## src/rtl/lsu_pkg.sv

```systemverilog
// Shared types and helpers for the RV64 load/store unit.
package lsu_pkg;

  typedef enum logic [1:0] {
    IDLE  = 2'd0,
    READ  = 2'd1,
    WRITE = 2'd2,
    DONE  = 2'd3
  } lsuState_e;

  localparam logic [2:0] F3_B  = 3'b000;
  localparam logic [2:0] F3_H  = 3'b001;
  localparam logic [2:0] F3_W  = 3'b010;
  localparam logic [2:0] F3_D  = 3'b011;
  localparam logic [2:0] F3_BU = 3'b100;
  localparam logic [2:0] F3_HU = 3'b101;
  localparam logic [2:0] F3_WU = 3'b110;

  // Byte-lane enables for an access of 2**size bytes starting at byte off.
  function automatic logic [7:0] byte_mask(input logic [1:0] size, input logic [2:0] off);
    logic [7:0] base;
    case (size)
      2'd0:    base = 8'h01;
      2'd1:    base = 8'h03;
      2'd2:    base = 8'h0F;
      default: base = 8'hFF;
    endcase
    return base << off;
  endfunction

endpackage

```

## src/rtl/lsu_align.sv

```systemverilog
// Combinational lane extraction / extension for loads and read-modify-write merge for stores.
module lsu_align
  import lsu_pkg::*;
(
  input  logic [63:0] rdata,
  input  logic [63:0] storeData,
  input  logic [2:0]  funct3,
  input  logic [2:0]  off,
  output logic [63:0] loadValue,
  output logic [63:0] mergedData
);

  logic [63:0] lane;
  logic [63:0] shiftedData;
  logic [63:0] bitMask;
  logic [7:0]  laneMask;

  always_comb begin
    lane = rdata >> {off, 3'b000};
    case (funct3)
      F3_B:    loadValue = {{56{lane[7]}}, lane[7:0]};
      F3_H:    loadValue = {{48{lane[15]}}, lane[15:0]};
      F3_W:    loadValue = {{32{lane[31]}}, lane[31:0]};
      F3_BU:   loadValue = {56'd0, lane[7:0]};
      F3_HU:   loadValue = {48'd0, lane[15:0]};
      F3_WU:   loadValue = {32'd0, lane[31:0]};
      default: loadValue = lane;
    endcase
  end

  // Store data is placed at its byte offset and only the enabled lanes replace memory bytes.
  always_comb begin
    laneMask = byte_mask(funct3[1:0], off);
    bitMask  = '0;
    for (int i = 0; i < 8; i++) begin
      bitMask[8*i +: 8] = {8{laneMask[i]}};
    end
    shiftedData = storeData << {off, 3'b000};
    mergedData  = (rdata & ~bitMask) | (shiftedData & bitMask);
  end

endmodule

```

## src/rtl/lsu_rv64.sv

```systemverilog
// Load/store unit for the multicycle RV64 datapath: FSM, read-latency counter and result registers.
module lsu_rv64
  import lsu_pkg::*;
#(
  parameter int MEM_RD_LAT = 1
) (
  input  logic        clock,
  input  logic        reset,
  input  logic        start,
  input  logic        is_store,
  input  logic [2:0]  funct3,
  input  logic [63:0] addr,
  input  logic [63:0] store_data,
  output logic [63:0] load_data,
  output logic        busy,
  output logic        done,
  output logic        misaligned,
  output logic [63:0] mem_raddress,
  output logic [63:0] mem_waddress,
  output logic [63:0] mem_wdata,
  output logic        mem_wr,
  input  logic [63:0] mem_rdata
);

  // Handshake: a request is taken when start is high while busy is low; busy then stays high
  // through the single-cycle done pulse, and start seen while busy is dropped without effect.

  localparam int CNT_W = (MEM_RD_LAT < 2) ? 1 : $clog2(MEM_RD_LAT + 1);
  localparam logic [CNT_W-1:0] CNT_LAST = CNT_W'(MEM_RD_LAT);

  lsuState_e        state, nextState;
  logic [CNT_W-1:0] rdCnt;
  logic             reqStore;
  logic             reqErr;
  logic [2:0]       reqFunct3;
  logic [2:0]       reqOff;
  logic [63:0]      reqData;
  logic [63:0]      addrReg;
  logic             accept;
  logic             reqIllegal;
  logic             reqMisaligned;
  logic             newErr;
  logic             readLast;
  logic [63:0]      alignLoad;
  logic [63:0]      alignMerge;

  always_comb begin
    accept     = (state == IDLE) && start;
    reqIllegal = is_store ? funct3[2] : (funct3 == 3'b111);
    case (funct3[1:0])
      2'd0:    reqMisaligned = 1'b0;
      2'd1:    reqMisaligned = addr[0];
      2'd2:    reqMisaligned = |addr[1:0];
      default: reqMisaligned = |addr[2:0];
    endcase
    newErr   = reqIllegal | reqMisaligned;
    readLast = (state == READ) && (rdCnt == CNT_LAST);
  end

  always_ff @(posedge clock) begin
    if (reset) state <= IDLE;
    else       state <= nextState;
  end

  always_comb begin
    nextState = state;
    case (state)
      IDLE: begin
        if (start) begin
          if (newErr)                           nextState = DONE;
          else if (is_store && funct3 == F3_D)  nextState = WRITE;
          else                                  nextState = READ;
        end
      end
      READ:    if (readLast) nextState = reqStore ? WRITE : DONE;
      WRITE:   nextState = DONE;
      default: nextState = IDLE;
    endcase
  end

  always_comb begin
    busy       = (state != IDLE);
    done       = (state == DONE);
    misaligned = done && reqErr;
    mem_wr     = (state == WRITE) && !reset;
  end

  always_ff @(posedge clock) begin
    if (reset) begin
      rdCnt     <= '0;
      reqStore  <= 1'b0;
      reqErr    <= 1'b0;
      reqFunct3 <= '0;
      reqOff    <= '0;
      reqData   <= '0;
      addrReg   <= '0;
      load_data <= '0;
      mem_wdata <= '0;
    end else begin
      rdCnt <= (state == READ && !readLast) ? rdCnt + 1'b1 : '0;
      if (accept) begin
        reqStore  <= is_store;
        reqErr    <= newErr;
        reqFunct3 <= funct3;
        reqOff    <= addr[2:0];
        reqData   <= store_data;
        addrReg   <= {addr[63:3], 3'b000};
        // A full doubleword store skips the read, so its data is final right away.
        if (is_store && funct3 == F3_D && !newErr) mem_wdata <= store_data;
      end
      if (readLast) begin
        if (reqStore) mem_wdata <= alignMerge;
        else          load_data <= alignLoad;
      end
    end
  end

  assign mem_raddress = addrReg;
  assign mem_waddress = addrReg;

  lsu_align uAlign (
    .rdata      (mem_rdata),
    .storeData  (reqData),
    .funct3     (reqFunct3),
    .off        (reqOff),
    .loadValue  (alignLoad),
    .mergedData (alignMerge)
  );

endmodule

```

## config.mk

```make
export PLATFORM = sky130hd
export DESIGN_NAME = lsu_rv64
export DESIGN_NICKNAME = d
export VERILOG_FILES = /design/src/rtl/lsu_pkg.sv /design/src/rtl/lsu_align.sv /design/src/rtl/lsu_rv64.sv
export SDC_FILE = /design/constraint.sdc
export NUM_CORES = 1
export LEC_CHECK = 0
export CAP_MARGIN = 10
export CORE_ASPECT_RATIO = 0.6
export CORE_MARGIN = 2
export CORE_UTILIZATION = 45
export DETAILED_ROUTE_END_ITERATION = 10
export GPL_TIMING_DRIVEN = 0
export PLACE_DENSITY = 0.79
export REMOVE_ABC_BUFFERS = 1
export SETUP_SLACK_MARGIN = 0.5
export SLEW_MARGIN = 20
export SYNTH_ARGS = -nofsm -noshare
export SYNTH_HDL_FRONTEND = slang
export SYNTH_HIERARCHICAL = 1
export SYNTH_SLANG_ARGS = --single-unit
```

## constraint.sdc

```tcl
create_clock -name clock -period 2.16 [get_ports clock]
set_input_delay 0.216 -clock clock [delete_from_list [all_inputs] [get_ports clock]]
set_output_delay 0.216 -clock clock [all_outputs]
set_load 0.02 [all_outputs]
```

==> impl_metrics.py <==
# Synthesis and PnR figures
metrics = {
    "run_status": {
        "status": "finished, violations left",
        "violations": "setup timing",
    },
    "timing": {
        "final_hold_viol_count": 0,
        "rsz0062_at_grt": "yes",
        "clock_skew_ns": 0.0272,
        "slew_headroom_pct": 4.14,
        "final.period_utilization_pct": 101,
        "fin_crit_ns": 2.17,
        "max_freq_mhz": 461,
        "setup_viol": 1,
        "tns_ns": -0.0108,
        "worst_pin_slew_ns": 1.43,
        "hold_slack_ns": 0.0910,
        "final-max-slew-violation-count": 0,
        "setup_slack_ns": -0.0108,
    },
    "yosys": {
        "postSynth.asyncResetShare_pct": 0,
        "flop_cell": "dfxtp_1",
        "ys_seq_share_pct": 34.3,
        "ys_chip_area_um2": 15400,
        "edf_count": 0,
        "synth.distinct_cells": 64,
        "yosys_warnings": 6,
        "synth.top_cells.by_area": "dfxtp_1, nand2_1, mux4_2, a21oi_1, a311oi_2",
        "synth-seq-cells": 264,
        "top_area_share_pct": 34.3,
        "syn_avg_cell_area_um2": 8.15,
        "synth_stat.cells": 1890,
        "synth_area_um2": 15400,
        "top_area_cell": "dfxtp_1",
        "syn_inst": 1890,
    },
    "cts": {
        "numCtsBuffers": 27,
        "cts_root_buf": "clkbuf_16",
        "tritoncts": "yes",
        "clk_path_buf_depth": 3,
        "clkTransAtPathRegs_ns": 0.07,
        "ctsHoldBuffers": 0,
        "cts.sinks": 264,
        "cts_max_level": 1,
        "clk_latency_ns": 0.57,
    },
    "worst_setup_path": {
        "critPathLaunch": "reqOff[0]$_SDFFE_PP0P_",
        "start_kind": "flop",
        "crit_type": "reg -> reg",
        "reg2reg_depth": 10,
        "r2r_end": "load_data[29]$_SDFFE_PP0P_",
        "r2r-start": "reqOff[0]$_SDFFE_PP0P_",
        "end_kind": "flop",
        "worstPathRequired_ns": 2.64,
        "path_max_fanout": 8,
        "crit_arrival_ns": 2.65,
        "ff2ff_setup_slack_ns": -0.01,
    },
    "pwr": {
        "swShare_pct": 38.1,
        "irDropWorstVdd_mv": 0.652,
        "p_clk_share_pct": 24.2,
        "switching_power_w": 0.00803,
        "intPower_w": 0.0131,
        "comb_power_w": 0.0101,
        "top_power_group": "combinational logic",
        "p_clk_w": 0.00511,
        "leakage_nw": 10.4,
        "power_density_nw_per_um2": 850,
    },
    "floorplan": {
        "dieArea_um2": 35800,
        "fp-row-count": 52,
        "io_pins": 459,
        "core_um2": 33700,
        "die_y_um": 147,
        "fp-utilization_pct": 45.7,
        "die-width_um": 243,
    },
    "layout": {
        "fin_cells": 2858,
        "nets": 2579,
        "area_growth_pct": 61.0,
        "drive_gt1_share_pct": 25.7,
    },
    "place": {
        "io_buffers": 452,
        "dp_hpwl_um": 41000,
        "dp.cells": 2606,
        "gp_congestion": 0.920,
    },
    "detailed_routing": {
        "first_iter_violations": 2565,
        "dr.pass1.iters": 8,
        "via_count": 18098,
        "remaining_drc_errors": 0,
        "vias_per_cell": 6.33,
        "wl_per_cell_um": 26.5,
        "ant_nets": 0,
        "drt-total-wl_um": 75800,
    },
    "job": {
        "drv_cap": 0,
        "warnings": 33,
    },
    "min_path": {
        "hold_depth": 2,
        "holdPathEnd": "reqData[62]$_SDFFE_PP0P_",
    },
    "global_routing": {
        "grt_pass1_wl_um": 99700,
        "grt_antenna_before_repair": 3,
        "grt_pass1_vias": 16247,
    },
}
## kinds of logic after synthesis
| kind of cell | after synthesis | share of synthesized area (%) |
|---|---|---|
| AOI/OAI and AO/OA | 391 | 18.5 |
| adders and majority gates | 4 | 0.325 |
| buffers and inverters | 240 | 8.94 |
| DFF | 264 | 34.3 |
| muxes | 176 | 16.2 |
| other | 1 | 0.0243 |
| and+or+nand+nor | 814 | 21.7 |
## cells in the mapped netlist (30+ instances only)
| library cell | n |
|---|---|
| nand2_1 | 616 |
| nor2_1 | 100 |
| a21oi_1 | 209 |
| mux2i_1 | 79 |
| buf_4 | 85 |
| buf_2 | 30 |
| nand4_1 | 33 |
| a311oi_2 | 60 |
| mux4_2 | 55 |
| dfxtp_1 | 264 |
| mux2_2 | 40 |
| clkbuf_1 | 85 |
| o21ai_0 | 40 |
## placed cells by master (no fill, tap or decap), types with 7 or more instances in the layout
master             n
nand2_1          598
clkdlybuf4s50_1  353
dfxtp_1          256
a21oi_1          199
buf_4             95
dlymetal6s2s_1    90
mux2i_1           65
a311oi_2          61
mux4_2            55
nor2_1            48
clkbuf_16         41
buf_12            41
buf_6             34
nand4_1           33
mux2_4            32
nor2_2            30
nor2_4            23
buf_16            23
o21ai_1           15
o211ai_1          13
nand2_2           12
o21ai_0           12
buf_8             11
o21ai_2           10
mux2_2            10
nor2b_1            9
mux2i_2            9
a21oi_2            8
a31oi_1            8
clkbuf_8           8
o2bb2ai_1          8
nand3_2            7
bufbuf_16          7
dfxtp_4            7
a22oi_1            7
## critical path, stage by stage (launching register included)
cell and delay [ns]:
dfxtp_4 0.38, buf_12 0.16, buf_8 0.16, nor2_2 0.07, a22o_1 0.26, nand4b_1 0.31
buf_6 0.23, buf_12 0.14, o211ai_1 0.10, nand2_1 0.13, a21oi_2 0.16
## per-stage QoR
stage	area, µm²	power, W	utilization, %	setup WS [ns]
floorplan	14100	0.00984	-	-4.46
global placement	19200	0.0118	56.9	-7.65
detailed placement	19800	0.0127	58.9	-1.37
CTS	22600	0.0192	67.2	0.106
global route	24800	0.0217	73.6	-0.0389
finish	24800	0.0211	73.6	-0.0108
## what timing repair did
action | in CTS | in global routing
pin swaps | 38 | 124
gates resized | 151 | 336
buffers inserted | 80 | 77
endpoints found under the setup margin | 407 | 503
cloned | 23 | 20
hold endpoints to repair | 0 | 0
## layer usage
metal | vias up | wire [µm] | GRT usage [%] | share of wire [%]
met4 | 2 | 4300 | 15.6 | 5.7
li1 | 7508 | - | - | -
met1 | 8587 | 28500 | 47.0 | 38
met5 | - | 13 | 0 | 0.017
met3 | 409 | 10300 | 11.6 | 14
met2 | 1592 | 32700 | 55.1 | 43
## final cells by class
type                            instances  area (µm²)
Inverter                                8        43.8
Clock buffer                           39         801
Tap cell                              459         574
Sequential cell                       264        5310
Antenna cell                            3        7.51
Clock inverter                         10         140
Fill cell                            2245        8900
Multi-Input combinational cell       1400        9910
Timing Repair Buffer                  675        8010
## flip-flops by register name, summed over array words and instances (netlist names)
register,flops
reqStore,1
rdCnt,1
mem_raddress,61
state,2
reqData,64
reqFunct3,3
mem_wdata,64
reqOff,3
load_data,64
reqErr,1
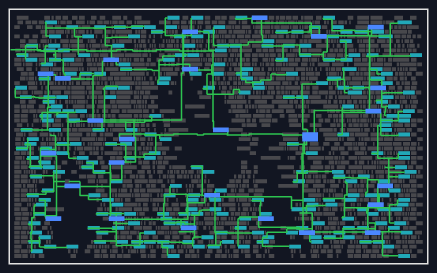
Figure 1: routed clock nets over the placement.
Blue marks clock drivers, count 27. Green marks clock wires, length 3780 µm. Cyan marks flip-flops, count 264.
There are 28 routed clock nets. Position of the flops: widely spread.

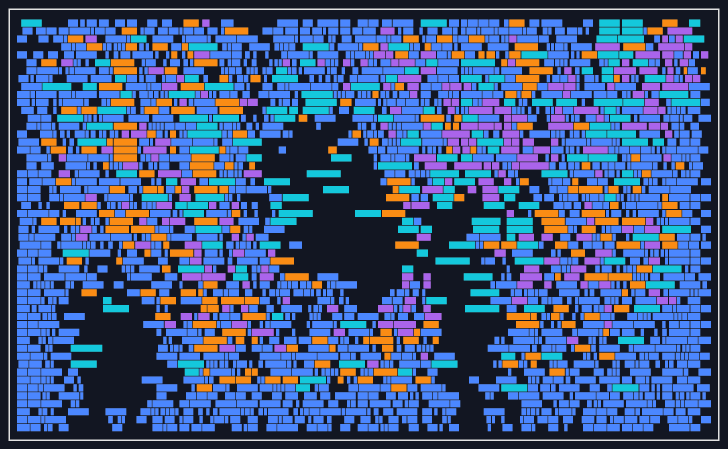
Figure 2: sizing map.
Purple marks _3 and _4 cells, cells 223, share 9.3%. Cyan marks _6 and larger, cells 172, share 7.2%. Orange marks _2 cells, cells 221, share 9.2%. Blue marks _0 and _1 cells, cells 1780, share 74%.

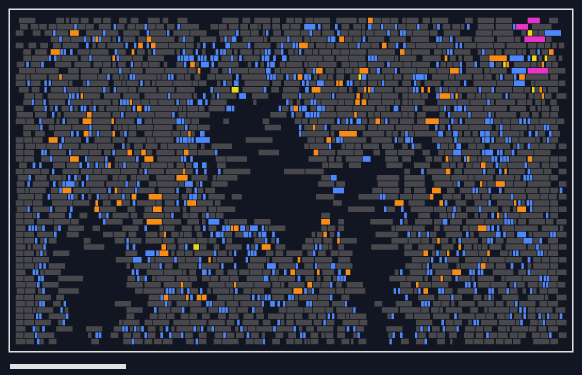
Figure 3: selected gate families.
The bar under the picture is 50 µm long.
Blue marks nand cells, cells 674, most used nand2_1, where widely spread. Yellow marks inv cells, cells 8, most used inv_1. Magenta marks fa/ha/maj cells, cells 4, where upper right. Orange marks nor cells, cells 124, most used nor2_1, where widely spread.

Power and IR drop assume default switching activity.
